$ cat src/rtl/scram_seq_gen.sv
// rtl/scram_seq_gen.sv - Gold-style scrambling sequence generator with warm-up and PAR-bit beats
module scram_seq_gen #(
   parameter int                  LFSR_WIDTH = 31,
   parameter logic [LFSR_WIDTH-1:0] X1_TAPS  = 31'h0000_0009,
   parameter logic [LFSR_WIDTH-1:0] X2_TAPS  = 31'h0000_000F,
   parameter logic [LFSR_WIDTH-1:0] X1_INIT  = 31'h0000_0001,
   parameter int                  NC         = 1600,
   parameter int                  PAR        = 8,
   parameter int                  LEN_W      = 12
) (
   input  logic                  clk,
   input  logic                  rst,
   input  logic                  start,
   input  logic [LFSR_WIDTH-1:0] c_init,
   input  logic [LEN_W-1:0]      seq_len,
   input  logic                  out_ready,
   output logic                  out_valid,
   output logic [PAR-1:0]        out_data,
   output logic                  out_last,
   output logic                  busy,
   output logic                  done
);

   localparam int WU_CNT = NC / PAR;
   localparam int WU_W   = (WU_CNT > 1) ? $clog2(WU_CNT) : 1;
   localparam logic [WU_W-1:0] WU_LAST = WU_W'((WU_CNT > 0) ? WU_CNT - 1 : 0);

   typedef enum logic [1:0] {IDLE, WARMUP, OUTPUT, DONE} state_t;

   state_t                  state_q, state_d;
   logic [LFSR_WIDTH-1:0]   x1_q, x1_d, x2_q, x2_d;
   logic [LFSR_WIDTH-1:0]   x1_adv, x2_adv;
   logic [LEN_W-1:0]        rem_q, rem_d;
   logic [WU_W-1:0]         wu_q, wu_d;
   logic                    out_valid_q, out_valid_d;
   logic                    busy_q, busy_d;
   logic                    done_q, done_d;
   logic [PAR-1:0]          data_raw;
   logic [PAR-1:0]          data_mask;
   logic                    last_beat;

   // One Fibonacci step: parity of tapped bits enters the MSB, register shifts right.
   function automatic logic [LFSR_WIDTH-1:0] lfsr_step(input logic [LFSR_WIDTH-1:0] r,
                                                       input logic [LFSR_WIDTH-1:0] taps);
      return {^(r & taps), r[LFSR_WIDTH-1:1]};
   endfunction

   // PAR-step look-ahead: the beat bits and the state after a full beat of steps.
   always_comb begin
      logic [LFSR_WIDTH-1:0] t1, t2;
      t1       = x1_q;
      t2       = x2_q;
      data_raw = '0;
      for (int i = 0; i < PAR; i++) begin
         data_raw[i] = t1[0] ^ t2[0];
         t1 = lfsr_step(t1, X1_TAPS);
         t2 = lfsr_step(t2, X2_TAPS);
      end
      x1_adv = t1;
      x2_adv = t2;
   end

   // Zero the bit positions beyond the remaining count so a short final beat is padded.
   always_comb begin
      data_mask = '0;
      for (int i = 0; i < PAR; i++) begin
         data_mask[i] = (LEN_W'(i) < rem_q);
      end
   end

   assign last_beat = (rem_q <= LEN_W'(PAR));

   // Next-state logic for the sequencer; LFSRs only move in WARMUP or on an accepted beat.
   always_comb begin
      state_d = state_q;
      x1_d    = x1_q;
      x2_d    = x2_q;
      rem_d   = rem_q;
      wu_d    = wu_q;
      case (state_q)
         IDLE: begin
            if (start && (seq_len != '0)) begin
               x1_d    = X1_INIT;
               x2_d    = c_init;
               rem_d   = seq_len;
               wu_d    = '0;
               state_d = (WU_CNT > 0) ? WARMUP : OUTPUT;
            end
         end
         WARMUP: begin
            x1_d = x1_adv;
            x2_d = x2_adv;
            wu_d = wu_q + WU_W'(1);
            if (wu_q == WU_LAST) begin
               state_d = OUTPUT;
            end
         end
         OUTPUT: begin
            if (out_ready) begin
               x1_d = x1_adv;
               x2_d = x2_adv;
               if (last_beat) begin
                  rem_d   = '0;
                  state_d = DONE;
               end else begin
                  rem_d = rem_q - LEN_W'(PAR);
               end
            end
         end
         default: begin
            state_d = IDLE;
         end
      endcase
      out_valid_d = (state_d == OUTPUT);
      busy_d      = (state_d != IDLE);
      done_d      = (state_d == DONE);
   end

   // State and output registers with asynchronous active-low clear.
   always_ff @(posedge clk or negedge rst) begin
      if (!rst) begin
         state_q     <= IDLE;
         x1_q        <= '0;
         x2_q        <= '0;
         rem_q       <= '0;
         wu_q        <= '0;
         out_valid_q <= 1'b0;
         busy_q      <= 1'b0;
         done_q      <= 1'b0;
      end else begin
         state_q     <= state_d;
         x1_q        <= x1_d;
         x2_q        <= x2_d;
         rem_q       <= rem_d;
         wu_q        <= wu_d;
         out_valid_q <= out_valid_d;
         busy_q      <= busy_d;
         done_q      <= done_d;
      end
   end

   assign out_valid = out_valid_q;
   assign busy      = busy_q;
   assign done      = done_q;
   assign out_last  = out_valid_q & last_beat;
   assign out_data  = out_valid_q ? (data_raw & data_mask) : '0;

endmodule

$ cat config.mk
export PLATFORM = sky130hd
export DESIGN_NAME = scram_seq_gen
export DESIGN_NICKNAME = d
export VERILOG_FILES = /design/src/rtl/scram_seq_gen.sv
export SDC_FILE = /design/constraint.sdc
export NUM_CORES = 1
export LEC_CHECK = 0
export ABC_AREA = 1
export CORE_MARGIN = 2
export CORE_UTILIZATION = 50
export DETAILED_ROUTE_END_ITERATION = 7
export PLACE_DENSITY_LB_ADDON = 0.15
export SYNTH_ARGS = -nofsm -noshare
export SYNTH_HDL_FRONTEND = slang
export SYNTH_SLANG_ARGS = --single-unit
$ cat constraint.sdc
create_clock -name clk -period 1.84 [get_ports clk]
set_clock_uncertainty 0.2 [all_clocks]
set_input_delay 0.276 -clock clk [delete_from_list [all_inputs] [get_ports clk]]
set_output_delay 0.276 -clock clk [all_outputs]
set_load 0.05 [all_outputs]
sizes.png
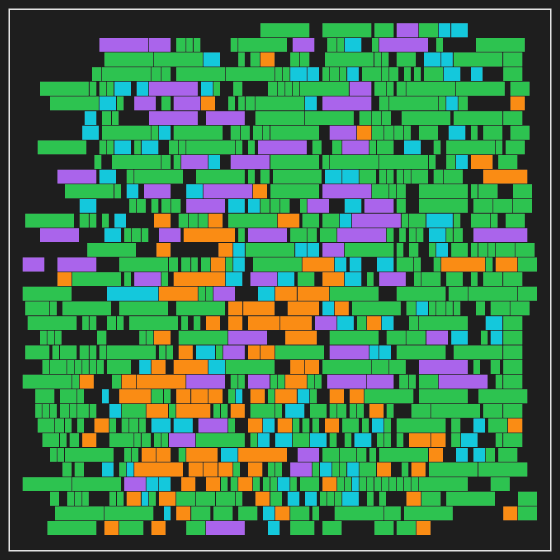
_0 and _1 cells: in green, cells 473, share 66%, most used nand2_1. _2 cells: in cyan, cells 98, share 14%, most used nand2_2. _6 and larger: in purple, cells 54, share 7.5%, most used buf_6. _3 and _4 cells: in orange, cells 91, share 13%, most used buf_4.

metal_density.png
Bar = 20 um. 20 x 20 tiles, from dark blue (low) to red (high), scaled to the fullest tile. Values are wire area over tile area, all layers added.
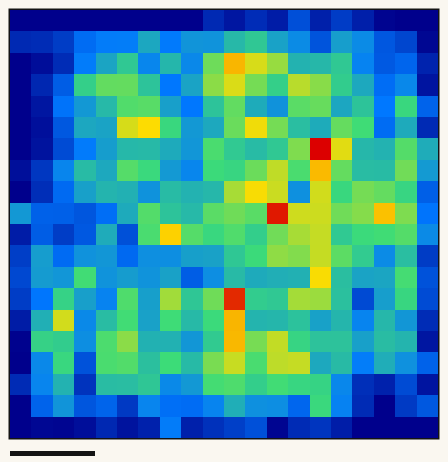
The mean over all tiles is 0.23. 7.7% of the tiles are nearly empty. The emptiest ninth of the die: upper left. 24% of the tiles are over half the peak. The fullest tile reaches 0.66.

placement_by_type.png
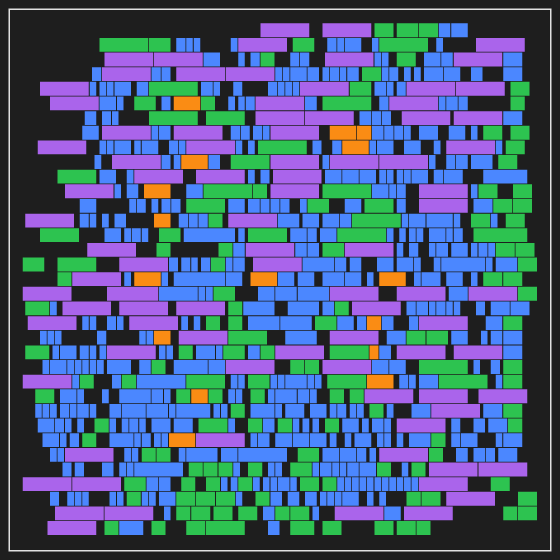
clock drivers and dummy loads: in orange, cells 16. other buffers and delay cells: in green, cells 146. combinational and other logic: in blue, cells 467. flops: in purple, cells 87.

==> results.toml <==
# physical design summary
[final_layout]
combAreaFraction = 0.391
clk_share = 0.0260
n_clock_buffer = 10
num-multi-input-gates = 435
stdcell_count = 827
final_nets = 766
buffers = 146
area_growth_syn_to_layout_pct = 52.3
insertedDiodeCount = 0
final_core_util = 0.776
post-route-cell-area_mm2 = 0.00706
largest_class = "multi-input combinational cells"
drive_gt1_frac = 0.339
lay_top_count = "nand2_1"
nNonClkInverters = 32
ff_count = 87
area_share_nonclk_buffers = 0.238
seq_area_frac = 0.308
regArea_mm2 = 0.00218
logic_area_mm2 = 0.00276
fillerInstances = 586

[setup_path]
critPathBufInv = 2
crit_path_start_kind = "flip-flop"
max_stage_delay_ns = 0.43
critPathTopFamily = "simple AND/OR/NAND/NOR gates"
worst-r2r-cell-count = 15
cp_cell_sequence = "nor2_4 > nand2_1 > nor2_2 > nand2_2 > buf_6 > a21oi_4 > buf_12"
r2r-start = "rem_q[4]"
crit_required_ns = 1.36
arrival_ns = 1.76
crit_fanout = 3
cpMaxStageDelayCell = "dfrtp_1"
regToRegEndpoint = "rem_q[10]"
critPathCaptureType = "primary output"
rrSetupSlack_ns = -0.22
cp_num_cells = 7

[final_timing]
maxSlewHeadroom = 0.633
min_period_ns = 2.24
hold_violations = 0
fin_tns_setup_ns = -5.45
hold_slack_ns = 0.0199
period_used_share = 1.22
setup_viol = 36
slew_viol_final = 0
fmax_mhz = 447
tightest_slew_ns = 0.550
rsz0062_at_grt = "yes"
setup_slack_ns = -0.398

[drt]
wl_per_cell_um = 17.4
via_per_inst = 5.54
first_pass_iters = 5
vias = 4579
drt_wl_total_mm = 14.4
drtIter0Drc = 330
drc = 0
ant_nets = 0

[place]
portBuffers = 58
dp_cells = 777
dpl.hpwl_mm = 8.44
globalplace.congestion = 0.863
pre_cts_slack_ns = -0.342
placed_area_mm2 = 0.00586

[power_and_ir_drop]
comb_power_share = 0.562
pwr-share-seq = 0.311
p_clk_frac = 0.127
vdd_drop_max_mv = 0.658
p_leak_nw = 3.29
p_sw_mw = 4.31
swShare = 0.432
pg_seq_mw = 3.10
power_density_mw_per_mm2 = 1410
pg_comb_mw = 5.61
maxPowerGroup = "combinational logic"
pg_clk_mw = 1.27
p_total_mw = 9.97

[floorplanning]
dieWidth_um = 100
die_area_mm2 = 0.0101
core_area_mm2 = 0.00911
taps = 111
initCoreUtil = 0.509
io_pins = 59
die_y_um = 100
rows = 35

[grt]
grt_antenna_before_repair = 0
grt_max_degree = 38
grt_pass1_wl_mm = 19.8
track_usage = 0.251
overflow = 0
first_global_vias = 4136

[worst_hold_path]
min_path_type = "in2reg"
min_to = "rem_q[2]"
hold_depth = 3
min_from = "seq_len[2]"

[synth]
postSynthSeqShare = 0.469
xor_share = 0.0510
ys_warn_count = 0
mux_area_frac = 0.0496
syn_area_per_cell_um2 = 8.07
fp_nets = 630
ys_sh_adder = 0.0216
ys_sh_aoi = 0.120
synthTopLogicFamily = "simple AND/OR/NAND/NOR gates"
ys_area_mm2 = 0.00464
synth.distinct_cells = 29
synth_flops = 87
yosys_cells = 575
syn_inst = 575
simple_gate_share = 0.233
synthesis.area_mm2 = 0.00464

[cts]
cts_sinks = 87
clkTransAtPathRegs_ns = 0.09
htreeDepth = 3
root_buffer = "clkbuf_8"
cts_resized = 33
insertion_delay_ns = 0.37
post_cts_buffers = 5
cts_buffer_depth = 2
cts_tree = "done"
cts_made_buffers = 9

[run_status]
status = "complete, but fails checks"
violations = "negative setup slack"

[run]
warnings = 34
cap_violations = 0
==> per-layer routing <==
metal,GRT usage,wire length (um),up-vias,share of wire
met3,0.0494,890,21,0.062
met1,0.343,6100,2233,0.42
met5,0,0,-,0
met2,0.408,7140,186,0.50
li1,-,-,2139,-
met4,0.0738,252,0,0.018
==> cell families (layout without fill, tap and decap cells) <==
family | after synthesis | after routing
AOI/OAI and AO/OA | 108 | 108
xor gates and xnor gates | 27 | 27
adders and majority gates | 8 | 8
buffers and inverters | 53 | 194
DFF | 87 | 87
muxes | 23 | 23
and+or+nand+nor | 269 | 269
==> registers in the layout (all words and copies together), names as in the netlist <==
name / count
wu_q: 8
busy: 1
rem_q: 12
out_valid: 1
x2_q: 31
state_q: 2
x1_q: 31
done: 1
==> synth_stat cells, drive strengths merged <==
cell type | instances | share of area
a21oi | 13 | 0.014
nand3 | 17 | 0.022
nand4 | 2 | 0.0027
clkbuf | 8 | 0.0065
a221oi | 2 | 0.0038
dfrtp | 87 | 0.47
ha | 8 | 0.022
buf | 13 | 0.023
or2 | 2 | 0.0032
xnor2 | 11 | 0.021
clkinv | 1 | 0.00081
nor3 | 6 | 0.0065
mux2i | 23 | 0.050
nor2 | 39 | 0.032
nand2 | 199 | 0.16
and2 | 4 | 0.0054
a211oi | 1 | 0.0016
inv | 31 | 0.025
xor2 | 16 | 0.030
o21ai | 92 | 0.10
==> worst max path at each step <==
stage / startpoint / end
after floorplan: rem_q[6] / out_data[0]
after global placement: seq_len[0] / x2_q[25]
after detailed placement: seq_len[0] / x2_q[23]
after CTS: rem_q[8] / out_last
after global routing: rem_q[5] / out_last
final: rem_q[5] / out_last
Power figures rest on the tool's default switching activity, not on a simulated workload.
